Fig. 1: run 1, M4 wires
Scale: 3 px per um. Supply wires on this layer in gray.
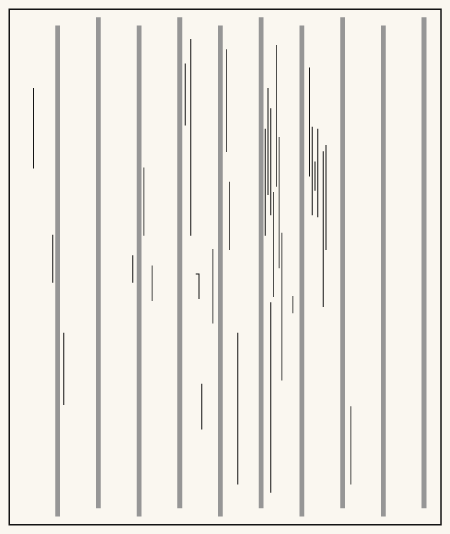
Fig. 2: run 1, gate-type map
Scale: 3 px per um.
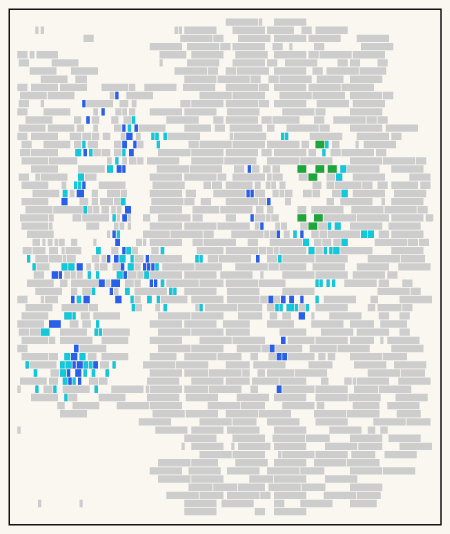
Fig. 3: run 1, wiring heat map
Scale: 2 px per um. 29 x 34 tiles, from white (low) to dark blue (high), scaled to the fullest tile. Values are wire area over tile area, all layers added.
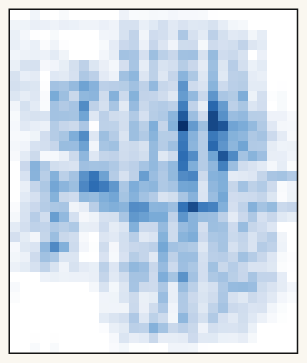
Fig. 4: run 1, layout detail
Region (57, 36) to (87, 66) um. Cells in gray, sequential cells in the stronger gray; small squares are vias.
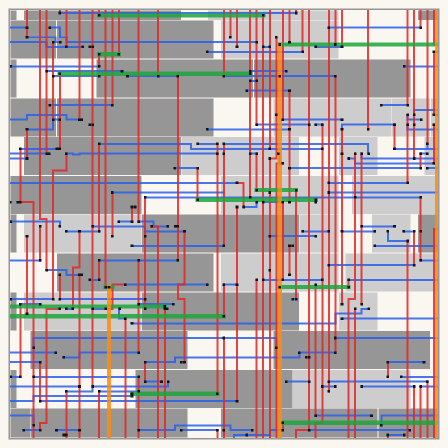
$ cat src/rtl/lcd_bus_responder.sv
// Responder for an 8-bit HD44780-style LCD bus with a 32-cell display memory.
// Define LCD_RESP_READ_EN to enable status/data reads on the bus.
module lcd_bus_responder #(
    parameter int unsigned BUSY_CYCLES  = 40,
    parameter int unsigned CLEAR_CYCLES = 1600
) (
    input  logic       clk,
    input  logic       rst_n,
    input  logic       en,
    input  logic       rw,
    input  logic       rs,
    input  logic [7:0] db_in,
    output logic [7:0] db_out,
    output logic       db_oe,
    input  logic [4:0] disp_addr,
    output logic [7:0] disp_char,
    output logic       disp_on,
    output logic       busy,
    output logic       err
);
    localparam int unsigned CntW = 16;

    typedef enum logic [1:0] {StIdle, StExec, StClear} state_e;

    state_e          state_q, state_d;
    logic [CntW-1:0] cnt_q, cnt_d;
    logic [6:0]      ac_q, ac_d;
    logic            id_q, id_d;
    logic            disp_on_q, disp_on_d;
    logic            err_q, err_d;
    logic [7:0]      disp_char_q;

    logic       en_s1_q, en_s2_q, en_s3_q;
    logic       rw_s1_q, rw_s2_q;
    logic       rs_s1_q, rs_s2_q;
    logic [7:0] db_s1_q, db_s2_q;

    logic [7:0] mem [32];
    logic       mem_we;
    logic [4:0] mem_waddr;
    logic [7:0] mem_wdata;

    logic       strobe;
    logic       wr_evt;
    logic [4:0] idx;

    assign strobe = en_s3_q & ~en_s2_q;
    assign wr_evt = strobe & ~rw_s2_q;
    assign idx    = {ac_q[6], ac_q[3:0]};
    assign busy   = (state_q != StIdle);

    // Line wrap: 0x0F <-> 0x40 and 0x4F <-> 0x00.
    function automatic logic [6:0] ac_step(input logic [6:0] ac, input logic inc);
        if (inc) begin
            if (ac[3:0] == 4'hF) return ac[6] ? 7'h00 : 7'h40;
            return ac + 7'd1;
        end
        if (ac[3:0] == 4'h0) return ac[6] ? 7'h0F : 7'h4F;
        return ac - 7'd1;
    endfunction

    always_comb begin
        state_d   = state_q;
        cnt_d     = cnt_q;
        ac_d      = ac_q;
        id_d      = id_q;
        disp_on_d = disp_on_q;
        err_d     = err_q;
        mem_we    = 1'b0;
        mem_waddr = cnt_q[4:0];
        mem_wdata = 8'h20;

        unique case (state_q)
            StExec: begin
                if (cnt_q == CntW'(BUSY_CYCLES - 1)) begin
                    state_d = StIdle;
                    cnt_d   = '0;
                end else begin
                    cnt_d = cnt_q + 1'b1;
                end
            end
            StClear: begin
                mem_we = (cnt_q < CntW'(32));
                if (cnt_q == CntW'(CLEAR_CYCLES + 31)) begin
                    state_d = StIdle;
                    cnt_d   = '0;
                end else begin
                    cnt_d = cnt_q + 1'b1;
                end
            end
            default: ;
        endcase

        if (wr_evt) begin
            if (busy) begin
                err_d = 1'b1;
            end else if (rs_s2_q) begin
                mem_we    = 1'b1;
                mem_waddr = idx;
                mem_wdata = db_s2_q;
                ac_d      = ac_step(ac_q, id_q);
                state_d   = StExec;
                cnt_d     = '0;
            end else if (db_s2_q == 8'h01) begin
                state_d = StClear;
                cnt_d   = '0;
                ac_d    = 7'h00;
                id_d    = 1'b1;
            end else if (db_s2_q != 8'h00) begin
                state_d = StExec;
                cnt_d   = '0;
                casez (db_s2_q)
                    8'b1???????: ac_d = {db_s2_q[6], 2'b00, db_s2_q[3:0]};
                    8'b00001???: disp_on_d = db_s2_q[2];
                    8'b000001??: id_d = db_s2_q[1];
                    8'b0000001?: ac_d = 7'h00;
                    default: ;
                endcase
            end
        end

`ifdef LCD_RESP_READ_EN
        if (strobe && rw_s2_q && rs_s2_q) ac_d = ac_step(ac_q, id_q);
`endif
    end

    always_ff @(posedge clk or negedge rst_n) begin
        if (!rst_n) begin
            state_q     <= StClear;
            cnt_q       <= '0;
            ac_q        <= 7'h00;
            id_q        <= 1'b1;
            disp_on_q   <= 1'b0;
            err_q       <= 1'b0;
            disp_char_q <= 8'h00;
            en_s1_q     <= 1'b0;
            en_s2_q     <= 1'b0;
            en_s3_q     <= 1'b0;
            rw_s1_q     <= 1'b0;
            rw_s2_q     <= 1'b0;
            rs_s1_q     <= 1'b0;
            rs_s2_q     <= 1'b0;
            db_s1_q     <= 8'h00;
            db_s2_q     <= 8'h00;
        end else begin
            state_q     <= state_d;
            cnt_q       <= cnt_d;
            ac_q        <= ac_d;
            id_q        <= id_d;
            disp_on_q   <= disp_on_d;
            err_q       <= err_d;
            disp_char_q <= mem[disp_addr];
            en_s1_q     <= en;
            en_s2_q     <= en_s1_q;
            en_s3_q     <= en_s2_q;
            rw_s1_q     <= rw;
            rw_s2_q     <= rw_s1_q;
            rs_s1_q     <= rs;
            rs_s2_q     <= rs_s1_q;
            db_s1_q     <= db_in;
            db_s2_q     <= db_s1_q;
        end
    end

    always_ff @(posedge clk) begin
        if (mem_we) mem[mem_waddr] <= mem_wdata;
    end

`ifdef LCD_RESP_READ_EN
    logic [7:0] db_out_q;
    logic       db_oe_q;

    always_ff @(posedge clk or negedge rst_n) begin
        if (!rst_n) begin
            db_out_q <= 8'h00;
            db_oe_q  <= 1'b0;
        end else begin
            db_oe_q  <= en_s2_q & rw_s2_q;
            db_out_q <= (en_s2_q & rw_s2_q) ? (rs_s2_q ? mem[idx] : {busy, ac_q}) : 8'h00;
        end
    end

    assign db_out = db_out_q;
    assign db_oe  = db_oe_q;
`else
    assign db_out = 8'h00;
    assign db_oe  = 1'b0;
`endif

    assign disp_char = disp_char_q;
    assign disp_on   = disp_on_q;
    assign err       = err_q;

endmodule

$ cat config.mk
export PLATFORM = sky130hd
export DESIGN_NAME = lcd_bus_responder
export DESIGN_NICKNAME = d
export VERILOG_FILES = /design/src/rtl/lcd_bus_responder.sv
export SDC_FILE = /design/constraint.sdc
export NUM_CORES = 1
export LEC_CHECK = 0
export CAP_MARGIN = 25
export CORE_ASPECT_RATIO = 1.2
export CORE_MARGIN = 2
export CORE_UTILIZATION = 55
export CTS_BUF_LIST = sky130_fd_sc_hd__clkbuf_16
export DETAILED_ROUTE_END_ITERATION = 10
export HOLD_SLACK_MARGIN = 0.03
export PLACE_DENSITY = 0.72
export SLEW_MARGIN = 25
export SYNTH_ARGS = -nofsm -noshare
export SYNTH_HDL_FRONTEND = slang
export SYNTH_SLANG_ARGS = --single-unit
$ cat constraint.sdc
create_clock -name clk -period 4.8 [get_ports clk]
set_clock_uncertainty 0.1 [all_clocks]
set_input_delay 1.44 -clock clk [delete_from_list [all_inputs] [get_ports clk]]
set_output_delay 1.44 -clock clk [all_outputs]
set_load 0.05 [all_outputs]
==> ci_impl_report.md, run 1 <==
### Metrics collected by this job

| Metric | Value |
|---|---|
| Status | `finished, final reports clean` |
| Met2 Track Usage GR | `38.7%` |
| CP Max Fanout | `4` |
| Met3 usage | `2.78%` |
| Sequential power | `3.12 mW` |
| CTS root buf | `clkbuf_16` |
| Clock slew at reported path FFs | `around 0.06 ns` |
| Leak Pwr | `5.04 nW` |
| Clock Power Share | `a little under two fifths` |
| ANT nets after route | `0` |
| NumNets Final | `865` |
| Share of layout cells above drive strength 1 | `about an eighth` |
| Ys cells | `slightly above 800` |
| Die Height | `around 170 um` |
| Biggest regs | `mem: 256 flops, cnt_q: 16 flops` |
| Post-route cell area | `0.0144 mm^2` |
| Synth unique cells | `roughly 60` |
| Maxcap violations | `0` |
| Worst vdd ir | `0.000333 V` |
| Clock buffers | `29` |
| Power Clock | `between 2 and 2.5 mW` |
| Switching Share | `about a quarter` |
| Hold Buf Count CTS | `0` |
| Antenna violations before repair | `0` |
| Most frequent cell after synthesis | `edfxtp_1` |
| Flops | `between 300 and 400` |
| CP Cell Sequence | `inv_1 > ha_1 > inv_1 > clkdlybuf4s50_1` |
| Syn Inst Count | `810` |
| Comb power | `between 600 and 700 uW` |
| Minimum clock period | `3.78 ns` |
| Most Frequent Cell on Critical Path | `inv_1` |
| Syn avg cell area | `roughly 16 um^2` |
| Die ar. | `roughly 0.025 mm^2` |
Back to the opening pictures, Fig. 1:
wire length on this layer	915 um
main direction	vertical
DRT Wirelength: 27000 um
via count: 7265

Back to the opening pictures, Fig. 2:
family	color	cells
nor cells	cyan	103
non-inverting ao/oa cells	green	8
nand cells	blue	69
highest-count logic cell in the final layout: edfxtp_1
fin cells: 1178
Comb area share: 23.8%

Back to the opening pictures, Fig. 3:
fullest tile	0.83
emptiest ninth of the die	bottom left
mean over tiles	0.18
Avg WL per Cell: 23.0 um
overall fraction of global-route tracks in use: 22.8%

Back to the opening pictures, Fig. 4:
layer	color
metal 3	green
metal 1	blue
metal 2	red
metal 4	orange
sequential cells in the window	14
netlist names of flops here include	`mem` (14)
most frequent	edfxtp_1 (14), mux4_2 (8), a22oi_1 (4)
cells with their middle in the window	29

==> run 1: metal layers <==
metal / wire, um / share of wire, % / vias to the layer above
li1: - / - / 3200
met1: 10600 / 39 / 3667
met2: 13700 / 51 / 331
met3: 1810 / 6.7 / 67
met4: 914 / 3.4 / 0
met5: 0 / 0 / -
==> run 1: stage by stage <==
| stage | setup WS [ns] | utilization, % |
|---|---|---|
| 4_1_cts | 1.00 | 62.2 |
| 2_1_floorplan | 1.72 | - |
| 5_1_grt | 0.963 | 62.3 |
| 3_3_place_gp | 1.02 | 58.1 |
| 3_5_place_dp | 0.808 | 58.1 |
| 6_report | 1.02 | 62.3 |
==> run 1: worst min-delay path by stage <==
stage / end / cells after the start
2_1_floorplan: db_s2_q[0] / 0
3_3_place_gp: db_s2_q[2] / 0
3_5_place_dp: db_s2_q[4] / 0
4_1_cts: db_s2_q[4] / 0
5_1_grt: db_s2_q[0] / 0
6_report: db_s2_q[4] / 0
==> run 1: cell families (layout without fill, tap and decap cells) <==
group | Yosys count | after routing | share of synthesized area [%]
simple gates | 198 | 198 | 7.64
mux | 91 | 91 | 10.2
flops | 315 | 315 | 71.4
compound gates | 121 | 121 | 6.71
fa+ha+maj | 7 | 7 | 0.683
buf+inv | 61 | 106 | 2.17
xor+xnor | 16 | 16 | 1.09
other cells | 1 | 9 | 0.0292
==> run 1: layout by cell type (no fill, tap or decap), drive strengths merged, types with 14 or more instances in the layout <==
cell           instances
edfxtp               256
nor2                  67
mux2i                 58
dfrtp                 57
nand2                 38
mux4                  32
clkbuf                29
a22oi                 26
clkdlybuf4s50         25
inv                   18
a31oi                 17
a21oi                 17
nand3                 16
o21ai                 16
buf                   15
and3                  15
nor2b                 14
Fig. 5: run 1, routing congestion
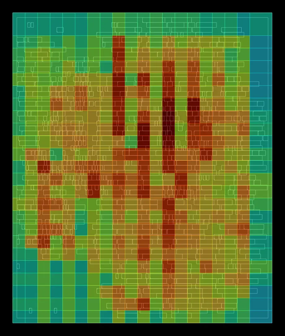

==> run 2: changes to the inputs <==
--- a/config.mk
+++ b/config.mk
@@ -12,7 +12,7 @@
 export CTS_BUF_LIST = sky130_fd_sc_hd__clkbuf_16
 export DETAILED_ROUTE_END_ITERATION = 10
 export HOLD_SLACK_MARGIN = 0.03
-export PLACE_DENSITY = 0.72
+export PLACE_DENSITY = 0.75
 export SLEW_MARGIN = 25
 export SYNTH_ARGS = -nofsm -noshare
 export SYNTH_HDL_FRONTEND = slang
==> constraint.sdc (replaced) <==
create_clock -name clk -period 3.2 [get_ports clk]
set_clock_uncertainty 0.1 [all_clocks]
set_input_delay 0.96 -clock clk [delete_from_list [all_inputs] [get_ports clk]]
set_output_delay 0.96 -clock clk [all_outputs]
set_load 0.05 [all_outputs]
Fig. 6: run 2, routing congestion
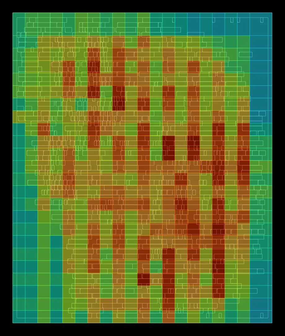
overall fraction of global-route tracks in use: 22.8%
M1 GR Usage: 28.8%
Layout Utilization: 63.9%
met3 usage: 3.76%

==> run 2 against run 1 <==
Against the previous run: worst hold slack got worse by 0.0010 ns; sequential share of layout area decreased by 1.7 points; clock power increased by 52%; critical endpoint unchanged; largest cell class unchanged; largest power group unchanged; highest routed layer unchanged.
==> ci_impl_report.md, run 2 <==
### Metrics collected by this job

| Metric | Value |
|---|---|
| ANT nets after route | `0` |
| Simple Share, Synth | `about 7.6%` |
| Antenna violations before repair | `0` |
| Clock slew at reported path FFs | `0.06 ns` |
| NumNets Final | `~910` |
| Status | `finished, final reports clean` |
| Syn avg cell area | `about 16 um^2` |
| Minimum clock period | `between 3 and 4 ns` |
| CP Max Fanout | `4` |
| Dpl ws | `around 0.16 ns` |
| Ao+oa area frac | `under 10%` |
| Highest-count logic cell in the final layout | `edfxtp_1` |
| Biggest regs | `mem: 256 flops, cnt_q: 16 flops` |
| Final worst slack | `just under 0.2 ns` |
| Die ar. | `between 0.02 and 0.025 mm^2` |
| DRT Wirelength | `~27000 um` |
| Main area contributors | `edfxtp_1 (60%), dfrtp_1 (11%), mux4_2 (5.6%), mux2i_1 (4.5%), nor2_1 (2.0%)` |
| Yosys xor share | `between 1 and 1.5%` |
| Most Frequent Cell on Critical Path | `inv_1` |
| Via count | `between 7000 and 8000` |
| Avg WL per Cell | `between 20 and 25 um` |
| Ys cells | `between 800 and 900` |
| Dominant comb cell | `multiplexers` |
| RSZ-0062 raised after global routing | `no` |
| FA/HA/MAJ Cells, Area Fraction | `less than 1%` |
| Leak Pwr | `approximately 5.3 nW` |
| Syn Inst Count | `~810` |
| CTS root buf | `clkbuf_16` |
| Die Height | `171 um` |
| Mux area share | `10.2%` |
| Clk latency late pin | `0.55 ns` |
| Most frequent cell after synthesis | `edfxtp_1` |
| Worst vdd ir | `between 0.0005 and 0.0006 V` |
| Maxcap violations | `0` |
| Switching Share | `between 20% and 30%` |
| Clock Power Share | `37.8%` |
| Met2 Track Usage GR | `between 30% and 40%` |
Fig. 7: run 2, layout detail
Region (57, 36) to (87, 66) um. Cells in gray, sequential cells in the stronger gray; small squares are vias.
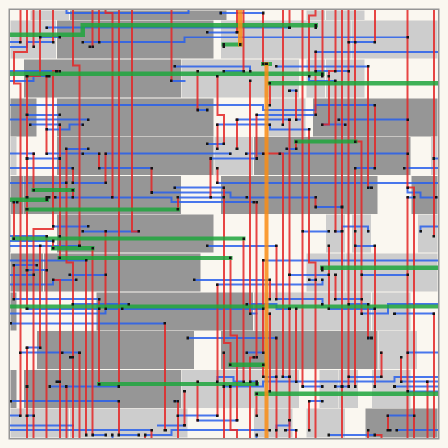
layer	color
metal 3	green
metal 1	blue
metal 2	red
metal 4	orange
netlist names of flops here include	`mem` (14)
cells with their middle in the window	36
most frequent	edfxtp_1 (14), buf_4 (6), nor2_1 (5)
sequential cells in the window	14

[run 2: area by class of cell]
| class | count | area [um^2] | area share, % |
|---|---|---|---|
| flip-flops and latches | 315 | 9170 | 62.2 |
| clock buffers | 32 | 801 | 5.43 |
| multi-input cells | 442 | 3420 | 23.2 |
| clock inverters | 22 | 170 | 1.15 |
| repair buffers | 87 | 747 | 5.07 |
| well taps | 315 | 394 | 2.67 |
| inverters | 12 | 45.0 | 0.306 |
[run 2: power groups by stage]
stage | Sequential (mW) | Combinational, mW | Clock [mW]
final | 4.63 | 1.00 | 3.42
after global routing | 4.65 | 1.10 | 3.64
after CTS | 4.63 | 1.00 | 3.49
after detailed placement | 4.72 | 1.00 | 0
after global placement | 4.72 | 0.985 | 0
after floorplan | 4.72 | 0.699 | 0
[run 2: path summary, 6_finish.rpt]
kind | startpoint | endpoint | slack, ns
max | state_q[1] | busy | 0.19
min | db_s1_q[7] | db_s2_q[7] | 0.25
max reg2reg | state_q[1] | mem[31][4] | 0.37
min reg2reg | db_s1_q[7] | db_s2_q[7] | 0.25
max in group asynchronous | rst_n | disp_char[0] | 2.02
min in group asynchronous | rst_n | disp_on | 0.47
[run 2: metrics by stage]
| step | hold slack [ns] | instances | cell area (um^2) |
|---|---|---|---|
| after floorplan | 0.231 | 818 | 12900 |
| after global placement | 0.232 | 1171 | 13800 |
| after detailed placement | 0.235 | 1171 | 13800 |
| after CTS | 0.246 | 1225 | 14700 |
| after global routing | 0.256 | 1225 | 14700 |
| final | 0.245 | 1225 | 14700 |
[run 2: metal layers]
metal,wire (um),vias to the layer above,part of all wire [%]
met1,10300,3631,38
li1,-,3289,-
met5,0,-,0
met2,14000,245,52
met3,1630,62,6.0
met4,1100,0,4.1
Fig. 8: run 2, wiring heat map
Scale: 2 px per um. 29 x 34 tiles, from white (low) to dark blue (high), scaled to the fullest tile. Values are wire area over tile area, all layers added.
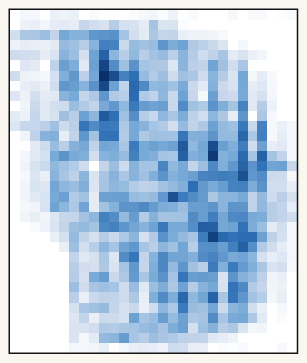

==> run 3: changes to the inputs <==
--- a/config.mk
+++ b/config.mk
@@ -13,7 +13,6 @@
 export DETAILED_ROUTE_END_ITERATION = 10
 export HOLD_SLACK_MARGIN = 0.03
 export PLACE_DENSITY = 0.75
-export SLEW_MARGIN = 25
 export SYNTH_ARGS = -nofsm -noshare
 export SYNTH_HDL_FRONTEND = slang
 export SYNTH_SLANG_ARGS = --single-unit
Fig. 9: run 3, wiring heat map
Scale: 2 px per um. 29 x 34 tiles, from white (low) to dark blue (high), scaled to the fullest tile. Values are wire area over tile area, all layers added.
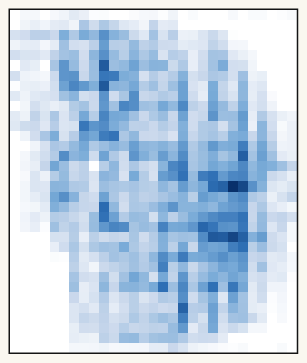
fullest tile	0.65
mean over tiles	0.18
emptiest ninth of the die	bottom left
tiles over half the peak	15%
DRT Wirelength: 26900 um
Avg WL per Cell: 21.9 um
via count: 7270

==> run 3 against run 2 <==
Against the previous run: via count is 0.59% higher; maximum frequency up 0.27%; clock power fell by 7.3%; non-clock buffer count is 1 higher; synthesized area unchanged; cell area down 0.37%; worst hold slack improved by 0.00091 ns; highest routed layer unchanged.
==> ci_impl_report.md, run 3 <==
### Metrics collected by this job

| Metric | Value |
|---|---|
| Critical path's largest stage delay | `0.53 ns` |
| Die ar. | `roughly 0.025 mm^2` |
| Synth unique cells | `60` |
| Hold Buf Count CTS | `0` |
| Largest net degree at the start of global routing | `around 60` |
| Top delay family on crit path | `buffers and inverters` |
| NumNets Final | `approximately 910` |
| Overall fraction of global-route tracks in use | `between 20 and 25%` |
| Syn avg cell area | `~16 um^2` |
| Ys cells | `810` |
| Share of layout cells above drive strength 1 | `approximately 16%` |
| Syn Inst Count | `about 810` |
| Leak Pwr | `between 5 and 6 nW` |
| Highest-count logic cell in the final layout | `edfxtp_1` |
| Met2 Track Usage GR | `39.0%` |
| CP Cell Sequence | `inv_1 > ha_1 > inv_1 > dlygate4sd2_1` |
| CTS root buf | `clkbuf_16` |
| Worst vdd ir | `approximately 0.00048 V` |
| Met2 WL | `13800 um` |
| Main area contributors | `edfxtp_1 (60%), dfrtp_1 (11%), mux4_2 (5.6%), mux2i_1 (4.5%), nor2_1 (2.0%)` |
| Most frequent cell after synthesis | `edfxtp_1` |
| CP Max Fanout | `4` |
| Minimum clock period | `around 3.0 ns` |
| Comb power | `just over 1 mW` |
| Status | `finished, final reports clean` |
| Maxcap violations | `0` |
| Met3 usage | `3.29%` |
| RSZ-0062 raised after global routing | `no` |
| Biggest regs | `mem: 256 flops, cnt_q: 16 flops` |
| DR WL met3 | `1250 um` |
| Top layer used by detailed routing | `met4` |
| M1 WL | `~11000 um` |
| Most Frequent Cell on Critical Path | `inv_1` |
| Clock slew at reported path FFs | `~0.06 ns` |
| Power Clock | `~3.2 mW` |
| Clk latency late pin | `about 0.55 ns` |
| Switching Share | `roughly a quarter` |
| Antenna violations before repair | `0` |
| DRC errors left | `0` |
| Most numerous logic cells after layout | `edfxtp_1 (256), nor2_1 (67), mux2i_1 (58), dfrtp_1 (57), buf_4 (57)` |
| Clock Power Share | `a little over a third` |
| Max power group | `registers` |
| Die Height | `171 um` |
Fig. 10: run 3, routing congestion
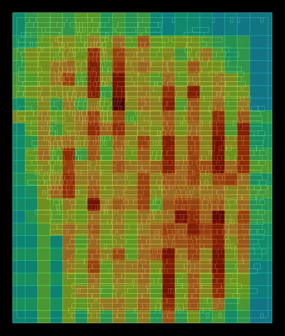
M1 GR Usage: 28.7%
Layout Utilization: 63.7%

[run 3: cell counts after synthesis]
No cell type changed its count.
[run 3: cells by family (layout without fill, tap and decap cells)]
logic type | Yosys count | count (layout) | share of synthesized area (%)
flip-flops | 315 | 315 | 71.4
AND/OR/NAND/NOR | 198 | 198 | 7.64
AND-OR/OR-AND | 121 | 121 | 6.71
multiplexers | 91 | 91 | 10.2
buffers and inverters | 61 | 154 | 2.17
XOR/XNOR | 16 | 16 | 1.09
adder cells (fa/ha/maj) | 7 | 7 | 0.683
other | 1 | 9 | 0.0292
[run 3: final cells by class]
type / instances / area (um^2)
Sequential cell: 315 / 9170
Fill cell: 1666 / 8370
Multi-Input combinational cell: 442 / 3410
Clock buffer: 31 / 776
Timing Repair Buffer: 88 / 774
Tap cell: 315 / 394
Clock inverter: 23 / 114
Inverter: 12 / 45.0
[run 3: metrics by stage]
| stage | setup WS, ns | cell area [um^2] | hold WS, ns | util [%] | instances |
|---|---|---|---|---|---|
| finish | 0.201 | 14700 | 0.246 | 63.7 | 1226 |
| detailed placement | 0.210 | 13800 | 0.235 | 59.9 | 1172 |
| CTS | 0.173 | 14700 | 0.246 | 63.7 | 1226 |
| global route | 0.120 | 14700 | 0.255 | 63.7 | 1226 |
| floorplan | 0.597 | 12900 | 0.231 | - | 818 |
| global placement | 0.263 | 13800 | 0.232 | 59.7 | 1171 |
[run 3: final timing paths]
kind | slack (ns) | to | startpoint | cells past startpoint
worst min register to register | 0.25 | db_s2_q[7] | db_s1_q[7] | 0
worst min-delay path | 0.25 | db_s2_q[7] | db_s1_q[7] | 0
worst max-delay path | 0.20 | busy | state_q[1] | 4
worst max register to register | 0.38 | mem[7][3] | state_q[1] | 8
min in group asynchronous | 0.47 | db_s1_q[3] | rst_n | 2
max in group asynchronous | 2.00 | disp_char[5] | rst_n | 2
Power figures rest on the tool's default switching activity, not on a simulated workload.
